Design signed_div_ctrl, sky130hd; sources not shown.
Figure 1. Met1 routing.
The bar under the picture is 50 um long. Supply wires on this layer in grey.
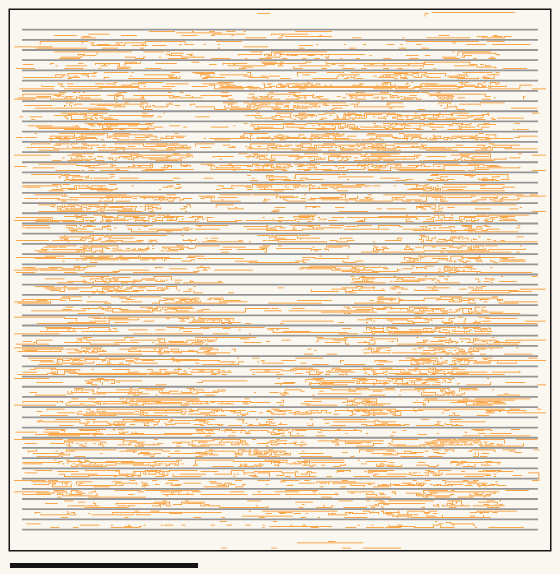
longest straight run: 31.3 um
wire length on this layer: 12600 um
main direction: horizontal
share of all routed wire: 41%
Total Wirelength: 30900 um
DR vias: 10400
met1 Usage GRT: 38.9%

Figure 2. Metal 2.
The bar under the picture is 50 um long.
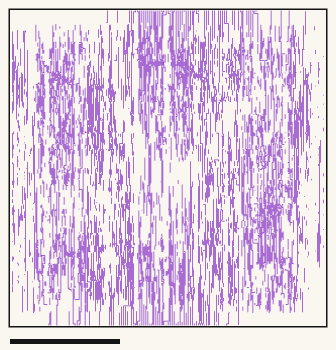
longest straight run: 55.2 um
nets with wire on the layer: 1461
GRT met2 Usage: 48.5%

Figure 3. The metal 3 layer.
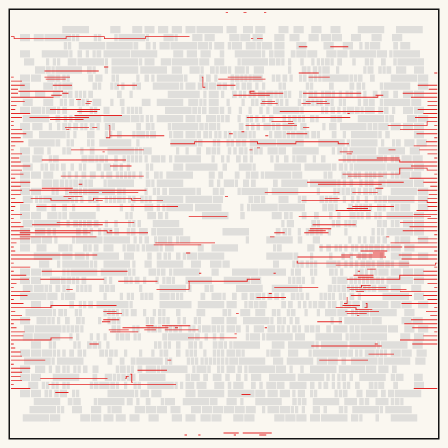
wire length on this layer: 2760 um
share of all routed wire: 8.9%
main direction: horizontal
nets with wire on the layer: 273
grt met3 use: 6.06%

Figure 4. M4 wires.
The bar under the picture is 50 um long. Supply wires on this layer in grey.
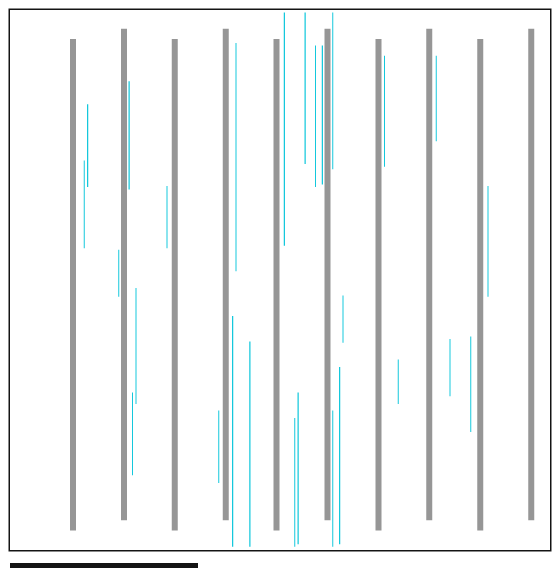
wire length on this layer: 869 um
main direction: vertical

==> results_dict.tcl <==
# collected from the flow reports
set metrics [dict create \
    status "complete, no violations" \
    finalPower_mw 5.48 \
    final_nets 1779 \
    yosys_area_um2 9320 \
    place_ws_ps 2130 \
    drv_slew 0 \
    max-slew-margin-rel_pct 32.4 \
    yosys.area.top_type "dfrtp_1" \
    cts_tree "yes" \
    rows 49 \
    syn_inst 1399 \
    area_leaders "dfrtp_1, nand2_1, nand3_1" \
    max_stage_delay_ps 640 \
    r2r_slack_ps 3640 \
    die_area_um2 20700 \
    die_y_um 144 \
    crit_slowest_cell "inv_4" \
    grt_max_degree 109 \
    antenna_found_initial 0 \
    p_leak_nw 6.06 \
]
-- synthesized netlist by cell type --
library cell and number:
xor2_1 18, o21bai_1 2, nand2_1 460, dfrtp_1 142, xnor2_1 4, nor2_1 162
buf_1 3, o211ai_1 8, nand2_2 1, inv_1 125, nand3_1 209, a21oi_1 20
nand4_2 1, o221ai_1 1, buf_6 4, nor2_2 3, nand3b_1 21, buf_2 10
ha_1 5, o31ai_1 1, a21o_1 3, nand4_1 23, and2_1 3, o21ai_0 77
nor3_1 11, clkbuf_1 33, o21ai_1 9, o22ai_1 8, nand3_2 29, nor2_4 1
nor3_4 1, a32o_1 1
-- layout make-up --
class	instances	share of cell area [%]
Clock buffer	18	3.44
Clock inverter	11	1.70
Multi-Input combinational cell	1082	39.8
Tap cell	229	2.24
Inverter	125	3.73
Timing Repair Buffer	272	21.2
Sequential cell	142	27.8
-- routing by layer --
metal,track usage (%),part of all wire (%),vias to the layer above
li1,-,-,5025
met1,38.9,41,4838
met2,48.5,48,480
met3,6.06,8.9,54
met4,10.3,2.8,0
met5,-,0,-
-- worst max-delay path, delay by kind of cell --
| kind | cells | cell delay [ps] |
|---|---|---|
| buffers and inverters | 5 | 2030 |
| AND/OR/NAND/NOR | 2 | 180 |
| AND-OR/OR-AND | 1 | 160 |
-- logic make-up (layout without fill, tap and decap cells) --
group                    after synthesis  in the layout  share of synthesized area, %
XOR/XNOR                              22             22                          2.07
adder cells (fa/ha/maj)                5              5                         0.671
buffers and inverters                175            426                          7.50
AND/OR/NAND/NOR                      925            925                          44.1
AND-OR/OR-AND                        130            130                          7.56
flip-flops                           142            142                          38.1
-- report_power, final --
part,internal (mW),switching [mW],total (mW)
Clock,0.758,0.393,1.15
Combinational,1.11,1.62,2.72
Sequential,1.30,0.298,1.60
